File: config.mk
export PLATFORM = sky130hd
export DESIGN_NAME = lsu_mem_ctrl
export DESIGN_NICKNAME = d
export VERILOG_FILES = /design/src/rtl/lsu_mem_ctrl.sv
export SDC_FILE = /design/constraint.sdc
export NUM_CORES = 1
export LEC_CHECK = 0
export CAP_MARGIN = 0
export CELL_PAD_IN_SITES_DETAIL_PLACEMENT = 1
export CELL_PAD_IN_SITES_GLOBAL_PLACEMENT = 1
export CORE_ASPECT_RATIO = 1.1
export CORE_MARGIN = 2
export CORE_UTILIZATION = 33
export CTS_CLUSTER_DIAMETER = 40
export CTS_CLUSTER_SIZE = 28
export DETAILED_ROUTE_END_ITERATION = 10
export PLACE_DENSITY = 0.89
export SLEW_MARGIN = 25
export SYNTH_ARGS = -nofsm -noshare
export SYNTH_HDL_FRONTEND = slang
export SYNTH_SLANG_ARGS = --single-unit
File: constraint.sdc
create_clock -name clk -period 3.1 [get_ports clk]
set_input_delay 0.775 -clock clk [delete_from_list [all_inputs] [get_ports clk]]
set_output_delay 0.775 -clock clk [all_outputs]
set_load 0.1 [all_outputs]
File: src/rtl/lsu_mem_ctrl.sv
// Load/store unit: turns one datapath load or store into a request/grant/response
// transaction on the data-memory bus, and stalls the pipeline until the access completes.
module lsu_mem_ctrl #(
  parameter int unsigned TIMEOUT_CYCLES = 64
) (
  input  logic        clk,
  input  logic        rst_n,
  input  logic        mem_read,
  input  logic        mem_write,
  input  logic [2:0]  func3,
  input  logic [31:0] addr,
  input  logic [31:0] wr_data,
  output logic [31:0] rd_data,
  output logic        stall,
  output logic        misalign,
  output logic        bus_err,
  output logic        bus_req,
  output logic        bus_we,
  output logic [31:0] bus_addr,
  output logic [31:0] bus_wdata,
  output logic [3:0]  bus_be,
  input  logic        bus_gnt,
  input  logic        bus_rvalid,
  input  logic [31:0] bus_rdata
);

  localparam int CNT_W = $clog2(TIMEOUT_CYCLES + 1);

  typedef enum logic [1:0] {IDLE, REQ, RESP, DONE} state_e;

  state_e             state_q, state_d;
  logic [CNT_W-1:0]   cnt_q, cnt_d;
  logic               we_q, we_d;
  logic [31:0]        addr_q, addr_d;
  logic [31:0]        wdata_q, wdata_d;
  logic [3:0]         be_q, be_d;
  logic [2:0]         func3_q, func3_d;
  logic [1:0]         off_q, off_d;
  logic [31:0]        rd_data_q, rd_data_d;

  logic               legal;
  logic               timeout;
  logic [7:0]         lane_b;
  logic [15:0]        lane_h;
  logic [31:0]        load_ext;

  // Width/sign legality: stores accept only B/H/W, and each width has its own alignment.
  always_comb begin
    case (func3)
      3'b000:  legal = 1'b1;
      3'b001:  legal = ~addr[0];
      3'b010:  legal = (addr[1:0] == 2'b00);
      3'b100:  legal = ~mem_write;
      3'b101:  legal = ~mem_write & ~addr[0];
      default: legal = 1'b0;
    endcase
  end

  // Lane select uses the offset latched at request time, not the live address.
  always_comb begin
    case (off_q)
      2'd0:    lane_b = bus_rdata[7:0];
      2'd1:    lane_b = bus_rdata[15:8];
      2'd2:    lane_b = bus_rdata[23:16];
      default: lane_b = bus_rdata[31:24];
    endcase
    lane_h = off_q[1] ? bus_rdata[31:16] : bus_rdata[15:0];
    case (func3_q)
      3'b000:  load_ext = {{24{lane_b[7]}}, lane_b};
      3'b001:  load_ext = {{16{lane_h[15]}}, lane_h};
      3'b100:  load_ext = {24'h0, lane_b};
      3'b101:  load_ext = {16'h0, lane_h};
      default: load_ext = bus_rdata;
    endcase
  end

  assign timeout = (cnt_q == CNT_W'(TIMEOUT_CYCLES - 1));

  always_comb begin
    // NOTE: every variable gets a default here so no path through the case infers a latch.
    state_d   = state_q;
    cnt_d     = cnt_q;
    we_d      = we_q;
    addr_d    = addr_q;
    wdata_d   = wdata_q;
    be_d      = be_q;
    func3_d   = func3_q;
    off_d     = off_q;
    rd_data_d = rd_data_q;
    stall     = 1'b0;
    misalign  = 1'b0;
    bus_err   = 1'b0;
    bus_req   = 1'b0;

    case (state_q)
      IDLE: begin
        cnt_d = '0;
        if (mem_read || mem_write) begin
          stall = 1'b1;
          if (!legal) begin
            misalign = 1'b1;
            state_d  = DONE;
            if (!mem_write) rd_data_d = '0;
          end else begin
            we_d    = mem_write;
            addr_d  = {addr[31:2], 2'b00};
            func3_d = func3;
            off_d   = addr[1:0];
            state_d = REQ;
            if (mem_write) begin
              case (func3[1:0])
                2'b00: begin
                  be_d    = 4'b0001 << addr[1:0];
                  wdata_d = {4{wr_data[7:0]}};
                end
                2'b01: begin
                  be_d    = addr[1] ? 4'b1100 : 4'b0011;
                  wdata_d = {2{wr_data[15:0]}};
                end
                default: begin
                  be_d    = 4'b1111;
                  wdata_d = wr_data;
                end
              endcase
            end else begin
              be_d    = 4'b1111;
              wdata_d = '0;
            end
          end
        end
      end
      REQ: begin
        stall = 1'b1;
        cnt_d = cnt_q + CNT_W'(1);
        if (timeout) begin
          bus_err = 1'b1;
          state_d = DONE;
          if (!we_q) rd_data_d = '0;
        end else begin
          bus_req = 1'b1;
          if (bus_gnt) begin
            if (we_q) begin
              state_d = DONE;
            end else if (bus_rvalid) begin
              rd_data_d = load_ext;
              state_d   = DONE;
            end else begin
              state_d = RESP;
            end
          end
        end
      end
      RESP: begin
        stall = 1'b1;
        cnt_d = cnt_q + CNT_W'(1);
        if (timeout) begin
          bus_err   = 1'b1;
          rd_data_d = '0;
          state_d   = DONE;
        end else if (bus_rvalid) begin
          rd_data_d = load_ext;
          state_d   = DONE;
        end
      end
      default: begin
        cnt_d   = '0;
        state_d = IDLE;
      end
    endcase
  end

  // NOTE: sequential state uses non-blocking assignments so all flops update from pre-edge values.
  always_ff @(posedge clk or negedge rst_n) begin
    if (!rst_n) begin
      state_q   <= IDLE;
      cnt_q     <= '0;
      we_q      <= 1'b0;
      addr_q    <= '0;
      wdata_q   <= '0;
      be_q      <= '0;
      func3_q   <= '0;
      off_q     <= '0;
      rd_data_q <= '0;
    end else begin
      state_q   <= state_d;
      cnt_q     <= cnt_d;
      we_q      <= we_d;
      addr_q    <= addr_d;
      wdata_q   <= wdata_d;
      be_q      <= be_d;
      func3_q   <= func3_d;
      off_q     <= off_d;
      rd_data_q <= rd_data_d;
    end
  end

  assign rd_data   = rd_data_q;
  assign bus_we    = we_q;
  assign bus_addr  = addr_q;
  assign bus_wdata = wdata_q;
  assign bus_be    = be_q;

endmodule

==> results.sh, run 1 <==
# flow metrics
export IMPL_postRouteAntennaNets=0
export IMPL_drt_iter0_drc=194
export IMPL_fin_setup_tns_ns=0
export IMPL_met1_usage_pct=22.50
export IMPL_synth_distinct_cells=42
export IMPL_die_h_um=140.7
export IMPL_layout_top_cells="114 x buf_4, 113 x dfrtp_1, 103 x clkdlybuf4s50_1"
export IMPL_grt_start_max_net_pins=70
export IMPL_clk_latency_ns=0.41
export IMPL_drv_cap=0
export IMPL_rsz0062_at_grt="false"
export IMPL_critical_path_required_ns=2.32
export IMPL_post_dp_hpwl_um=12580
export IMPL_use_met3_pct=7.666
export IMPL_grt_pass1_wl_um=27540
export IMPL_setup_slack_ns=0.1042
export IMPL_pin_count=210
export IMPL_startpoint_type="input port"
export IMPL_layout_area_comb_um2=2501
export IMPL_grt_remaining_overflow=0
export IMPL_crit_path_end_kind="output pin"
export IMPL_slew_violations=0
export IMPL_status="finished, final reports clean"
export IMPL_antennaDiodeCount=0
export IMPL_simple_gate_share_pct=11.31
export IMPL_via_per_inst=5.024
export IMPL_max_slew_margin_pct=46.63
export IMPL_async_flop_share_pct=100.0
export IMPL_yosys_area_share_aoi_pct=11.25
export IMPL_drtPass1Iterations=4
export IMPL_yosysWarnings=0
export IMPL_hold_violations=0
export IMPL_warnings=29
export IMPL_min_path_type="in -> async"
export IMPL_netlist_logic_family_top="multiplexers"
export IMPL_placementRows=49
export IMPL_max_freq_mhz=333.8
export IMPL_clockBufferDepth=2
export IMPL_ys_area_um2=5607
export IMPL_portBuffers=207
export IMPL_placed_cells=937
export IMPL_ys_sh_mux_pct=19.91
export IMPL_cts_max_level=4
export IMPL_ys_flops=113
export IMPL_grt_use_met2_pct=32.89
export IMPL_holdWs_ns=0.4259
export IMPL_drc_errors=0
export IMPL_drive_gt1_share_pct=31.24
export IMPL_post_route_period_util_pct=96.64
export IMPL_area_growth_pct=49.85
export IMPL_clock_sinks=113
export IMPL_setup_viol=0
export IMPL_postCtsSetupRepairBufs=0
export IMPL_numCtsBuffers=17
export IMPL_common_cells="113 x dfrtp_1, 102 x nand2_1, 79 x mux2_2"
export IMPL_top_layer_used="met4"
export IMPL_worstSetupPathType="in -> out"
export IMPL_place_ws_ns=0.09385
export IMPL_worstMarginPinSlew_ns=0.7977
export IMPL_cts_tree="built"
export IMPL_grt_busiest_layer="met2"
export IMPL_worstPathArrival_ns=2.22
export IMPL_finalClockSkew_ns=0.006128
export IMPL_postPlaceCellArea_um2=7719
export IMPL_synth_cellmix_adderShare_pct=1.116
export IMPL_cts_repair_resized=0
export IMPL_cts_clk_slew_worst_paths_ns=0.05
-- run 1: path summary, 6_finish.rpt --
check	start	to	slack [ns]	cells after the start
worst min register to register	cnt_q[0]$_DFF_PN0_	cnt_q[0]$_DFF_PN0_	0.47	1
worst min-delay path	rst_n	cnt_q[6]$_DFF_PN0_	0.43	1
min in group clk	cnt_q[0]$_DFF_PN0_	cnt_q[0]$_DFF_PN0_	0.47	1
max in group asynchronous	rst_n	bus_addr[9]$_DFFE_PN0P_	1.95	2
worst max register to register	cnt_q[0]$_DFF_PN0_	rd_data[18]$_DFFE_PN0P_	0.58	7
worst max-delay path	func3[0]	misalign	0.10	5
-- run 1: layout make-up --
class                   instances  area share, %
flip-flops and latches        113          33.66
multi-input cells             363          29.77
repair buffers                223          23.89
clock buffers                  24          6.091
well taps                     204          3.038
clock inverters                 8          2.040
inverters                      34          1.519
-- run 1: flip-flops by register name (all words and copies together) (netlist names) --
name and count:
bus_wdata 32, rd_data 32, bus_addr 30, cnt_q 7
bus_be 4, func3_q 3, off_q 2, state_q 2
bus_we 1
-- run 1: logic make-up (layout without fill, tap and decap cells) --
logic type	count (synthesis)	count (layout)
AND-OR/OR-AND	108	108
XOR/XNOR	4	4
adder cells (fa/ha/maj)	5	5
buffers and inverters	70	289
flip-flops	113	113
multiplexers	99	99
other	1	2
AND/OR/NAND/NOR	145	145
-- run 1: critical path, stage by stage --
cell and delay [ns]:
clkdlybuf4s50_1 0.45, nor4_1 0.47, a21oi_1 0.13, and2_1 0.22
buf_12 0.17
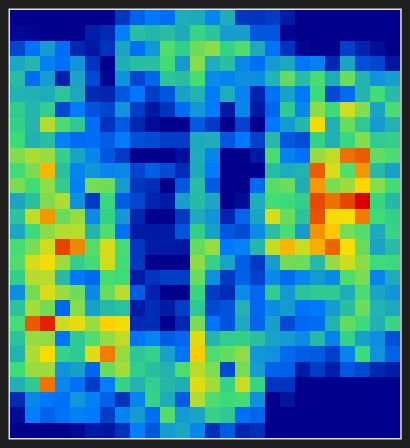
*Routed metal per tile, run 1*
26 x 28 tiles, from dark blue (low) to red (high), scaled to the fullest tile. Values are wire area over tile area, all layers added.
mean over tiles: 0.16
fullest tile: 0.48
nearly empty tiles: 13%
emptiest ninth of the die: bottom right
tiles over half the peak: 23%
densest ninth of the die: right middle
DRT Wirelength: 17180 um
routed via count: 4868
Global Route Usage Sum: 19.65%
Wirelength per Cell: 17.72 um

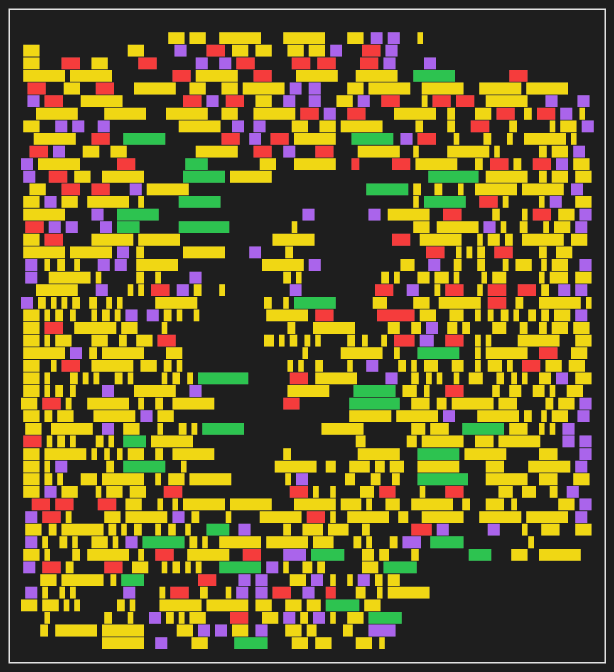
*Sizing map, run 1*
[purple] x3 and x4 | cells: 119 | share: 16% | most used: buf_4
[red] x2 | cells: 86 | share: 11% | most used: mux2_2
[green] x6 and larger | cells: 34 | share: 4.4% | most used: clkbuf_16
[yellow] x1 and smaller | cells: 526 | share: 69% | most used: dfrtp_1

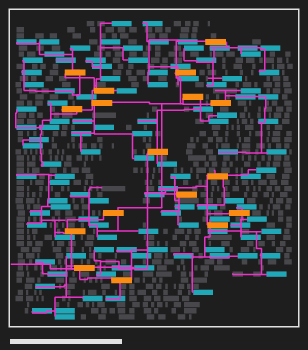
*Clock distribution, run 1*
Scale bar: 50 um.
[cyan] flip-flops | count: 113
[magenta] clock wires | length: 1720 um
[orange] clock-net drivers | count: 17
routed clock nets: 18

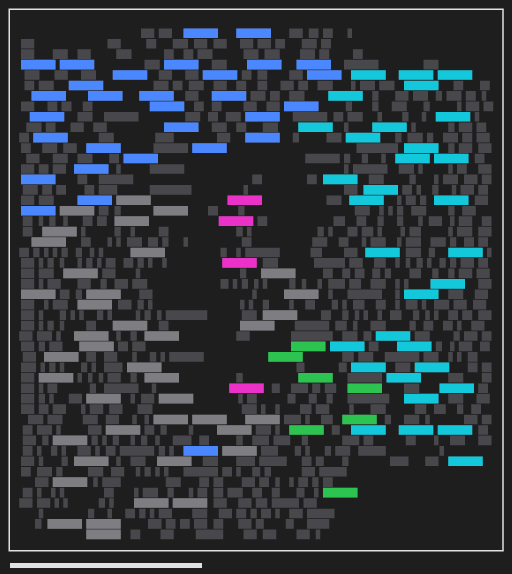
*Where the registers sit, run 1*
Scale bar: 50 um. Other sequential cells in the stronger grey, the rest of the logic in the fainter grey.
[green] cnt_q | placed flops: 7
[blue] bus_addr | placed flops: 30
[magenta] bus_be | placed flops: 4 | where: middle
[cyan] rd_data | placed flops: 32 | where: a column on the right
not coloured: 40

==> run 2: changes to the inputs <==
CTS_CLUSTER_SIZE = unset   (was 28)
==> run 2 against run 1 <==
Register-to-register slack about the same. Highest routed layer unchanged. Critical path type unchanged. Via count unchanged. First-iteration DRC count is the same. Die area stayed put. Synthesized area unchanged. Clock skew unchanged.
==> results.sh, run 2 <==
# flow metrics
export IMPL_postCtsSetupRepairBufs=0
export IMPL_placed_cells=937
export IMPL_reg2regPathDepth=7
export IMPL_drt_iter0_drc=194
export IMPL_grt_remaining_overflow=0
export IMPL_max_freq_mhz=333.8
export IMPL_grt_pass1_wl_um=27540
export IMPL_slowest_stage="nor4_1"
export IMPL_reg2reg_to="rd_data[18]$_DFFE_PN0P_"
export IMPL_startpoint_type="input port"
export IMPL_worstPathArrival_ns=2.22
export IMPL_clock_sinks=113
export IMPL_async_flop_share_pct=100.0
export IMPL_die_h_um=140.7
export IMPL_rsz0062_at_grt="false"
export IMPL_layout_top_cells="114 x buf_4, 113 x dfrtp_1, 103 x clkdlybuf4s50_1"
export IMPL_synth_distinct_cells=42
export IMPL_area_growth_pct=49.85
export IMPL_worstSetupPathType="in -> out"
export IMPL_placementRows=49
export IMPL_portBuffers=207
export IMPL_clockBufferDepth=2
export IMPL_status="finished, final reports clean"
export IMPL_warnings=29
export IMPL_wl_per_cell_um=17.72
export IMPL_drc_errors=0
export IMPL_finalClockSkew_ns=0.006128
export IMPL_ys_flops=113
export IMPL_worstMarginPinSlew_ns=0.7977
export IMPL_common_cells="113 x dfrtp_1, 102 x nand2_1, 79 x mux2_2"
export IMPL_rrSetupSlack_ns=0.58
export IMPL_drtPass1Iterations=4
export IMPL_cts_clk_slew_worst_paths_ns=0.05
export IMPL_cp_num_buf_inv=2
export IMPL_setup_slack_ns=0.1042
export IMPL_postRouteAntennaNets=0
export IMPL_drive_gt1_share_pct=31.24
export IMPL_crit_cells=5
export IMPL_numCtsBuffers=17
export IMPL_max_slew_margin_pct=46.63
export IMPL_crit_path_end_kind="output pin"
export IMPL_pin_count=210
export IMPL_rr_startpoint="cnt_q[0]$_DFF_PN0_"
export IMPL_crit_family="simple AND/OR/NAND/NOR gates"
export IMPL_clk_latency_ns=0.41
export IMPL_slowest_delay_ns=0.47
export IMPL_crit_chain="clkdlybuf4s50_1 > nor4_1 > a21oi_1 > and2_1 > buf_12"
export IMPL_vias=4868
export IMPL_grt_start_max_net_pins=70
export IMPL_critical_path_required_ns=2.32
export IMPL_post_route_period_util_pct=96.64
export IMPL_yosysWarnings=0
export IMPL_crit_path_start="func3[0]"
export IMPL_post_dp_hpwl_um=12580
export IMPL_ys_area_um2=5607
export IMPL_cts_max_level=4
## run 2: worst min-delay path by stage
| stage | startpoint | endpoint | cells after the start |
|---|---|---|---|
| after detailed placement | cnt_q[0]$_DFF_PN0_ | cnt_q[0]$_DFF_PN0_ | 1 |
| after floorplan | cnt_q[0]$_DFF_PN0_ | cnt_q[0]$_DFF_PN0_ | 1 |
| final | rst_n | cnt_q[6]$_DFF_PN0_ | 1 |
| after global routing | rst_n | cnt_q[5]$_DFF_PN0_ | 1 |
| after global placement | cnt_q[0]$_DFF_PN0_ | cnt_q[0]$_DFF_PN0_ | 1 |
| after CTS | rst_n | cnt_q[5]$_DFF_PN0_ | 1 |
## run 2: logic make-up (layout without fill, tap and decap cells)
group                      after synthesis  after routing  synth area share, %
DFF                                    113            113                50.44
adders and majority gates                5              5                1.116
muxes                                   99             99                19.91
buffers and inverters                   70            289                5.289
and+or+nand+nor                        145            145                11.31
xor gates and xnor gates                 4              4               0.6250
AOI/OAI and AO/OA                      108            108                11.25
other                                    1              2              0.06689
## run 2: layout make-up
type / count / area (um2)
clock inverters: 8 / 171.4
repair buffers: 223 / 2007
well taps: 204 / 255.2
inverters: 34 / 127.6
clock buffers: 24 / 511.7
fillers: 1831 / 8090
flip-flops and latches: 113 / 2828
multi-input cells: 363 / 2501
## run 2: per-stage QoR
step	utilization, %	area [um2]	hold WS (ns)
after floorplan	-	5613	0.4234
after global placement	46.80	7719	0.4485
after detailed placement	46.80	7719	0.4642
after CTS	50.94	8402	0.4375
after global routing	50.94	8402	0.4742
final	50.94	8402	0.4259
## run 2: per-layer routing
layer	up-vias	wire [um]	GRT usage, %
li1	2268	-	-
met1	2384	6949	22.50
met2	188	8351	32.89
met3	28	1429	7.666
met4	0	445	7.808
met5	-	0	0
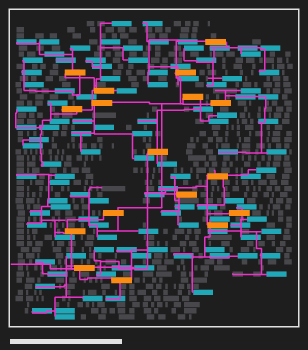
*Clock distribution, run 2*
Scale bar: 50 um.
[orange] clock-net drivers | count: 17
[cyan] flip-flops | count: 113
[magenta] clock wires | length: 1720 um
routed clock nets: 18

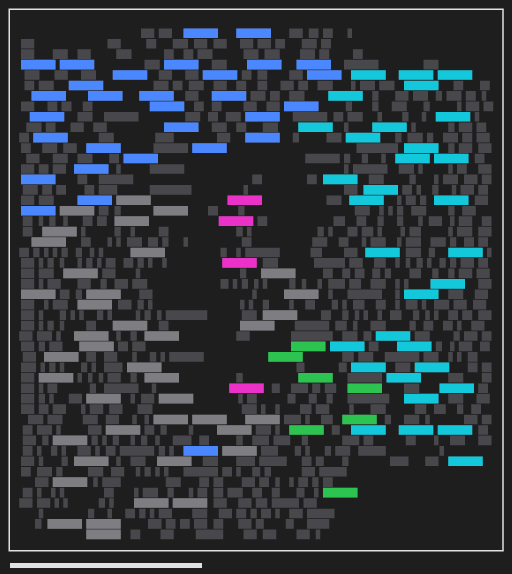
*Where the registers sit, run 2*
Scale bar: 50 um. Other sequential cells in the stronger grey, the rest of the logic in the fainter grey.
[cyan] rd_data | placed flops: 32 | where: a column on the right
[blue] bus_addr | placed flops: 30
[magenta] bus_be | placed flops: 4 | where: middle
[green] cnt_q | placed flops: 7

